Design mem_port_arbiter, sky130hd; sources not shown.
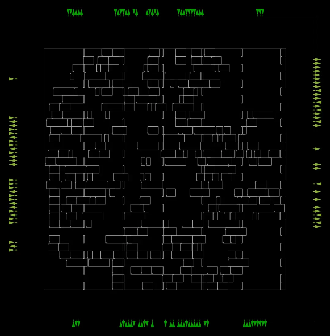
Figure 1: placement view.
num rows: 31
sequential cell area share: 28.7%
Util after Layout: 37.2%
sequential cells: 38
tap cells: 99

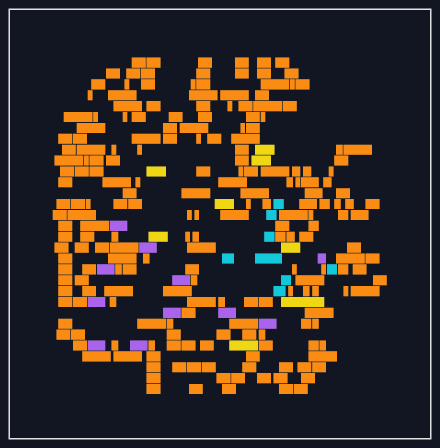
Figure 2: cells by drive strength.
Drawn at 4 px/um.
Cyan shows _3 and _4 cells, cells 8, most used buf_4. Yellow shows _6 and larger, cells 8, most used clkbuf_8. Orange shows _0 and _1 cells, cells 210, most used clkdlybuf4s50_1. Purple shows _2 cells, cells 11, most used a211oi_2.
worst setup margin: 0.214 ns
design area: 0.00266 mm2
Area Overhead vs Synth: 41.3%

==> impl_metrics.tcl <==
# implementation run metrics
set metrics [dict create \
    status "finished clean" \
    globalRouteTotalUtil_pct 9.25 \
    comb_cells 103 \
    cts_buffer_depth 2 \
    synthDistinctLibCells 28 \
    top_logic_kind "buffers and inverters" \
    drt_iter0_drc 34 \
    initial_utilization_pct 26.3 \
    root_buffer "clkbuf_8" \
    cell_internal_pwr_mw 1.14 \
    async_reset_ff_share_pct 0 \
    wl_per_cell_um 15.6 \
    final_cell_mix "78 x clkdlybuf4s50_1, 38 x dfxtp_1, 29 x mux2i_1" \
    postRouteAntennaNets 0 \
    die_area_mm2 0.0112 \
    synth_cells 188 \
    cp_top_family "buffers and inverters" \
    vias 1422 \
    cts_htree_levels 2 \
    port_buffers 79 \
    critPathKind "flip-flop to primary output" \
    nets 301 \
    cts_tree "yes" \
    maxSlewHeadroom_pct 71.5 \
    setup_viol 0 \
    worst_setup_path_start_kind "flip-flop" \
    place_inst 329 \
    clock_sinks 38 \
    largest_area_cell "dfxtp_1" \
    fin_crit_sh_pct 92.1 \
    ys.flops 38 \
    final_cells 336 \
    min_path_cells 2 \
    buffer_area_share_pct 32.0 \
    pwr-share-comb_pct 26.5 \
    synth_top_flop_cell "dfxtp_1" \
    n_all_buffers 85 \
    synth_seq_share_pct 40.5 \
    synthTopCellsByCount "38 x dfxtp_1, 34 x buf_4, 29 x mux2i_1" \
    regArea_um2 761 \
    yosysWarningCount 0 \
    required_ns 1.89 \
    largest_reg_flops 16 \
    leakage_nw 1.06 \
    clock_area_share_pct 4.24 \
    clkPwrFrac_pct 31.9 \
    power.switching_mw 0.406 \
    syn-num-nets 252 \
    n_clock_buffer 6 \
    yosys.area_share.xor_xnor_pct 0 \
    grt_pass1_wl_mm 8.38 \
    coreArea_mm2 0.00714 \
    reg2reg_slack_ns 1.33 \
    p_per_area_mw_per_mm2 582 \
]
[worst reg2reg max path, cell delays in order, from the launching register on]
cell and delay, ns:
dfxtp_1 0.31, buf_4 0.16, nor3b_4 0.18, buf_4 0.31, mux2i_1 0.25, nor2_1 0.05
[power by group through the flow]
stage / Clock, mW / Combinational, mW / Sequential [mW]
2_1_floorplan: 0 / 0.234 / 0.679
3_3_place_gp: 0 / 0.419 / 0.656
3_5_place_dp: 0 / 0.418 / 0.655
4_1_cts: 0.514 / 0.419 / 0.643
5_1_grt: 0.547 / 0.448 / 0.650
6_report: 0.493 / 0.409 / 0.642
[layer usage]
layer  GRT usage, %  routed length (um)  up-vias
li1               -                   -      707
met1           9.78                2100      648
met2           15.3                2580       52
met3           5.27                 491       15
met4           2.94                  65        0
met5              0                   0        -
Power is estimated from default activity; no workload was simulated.
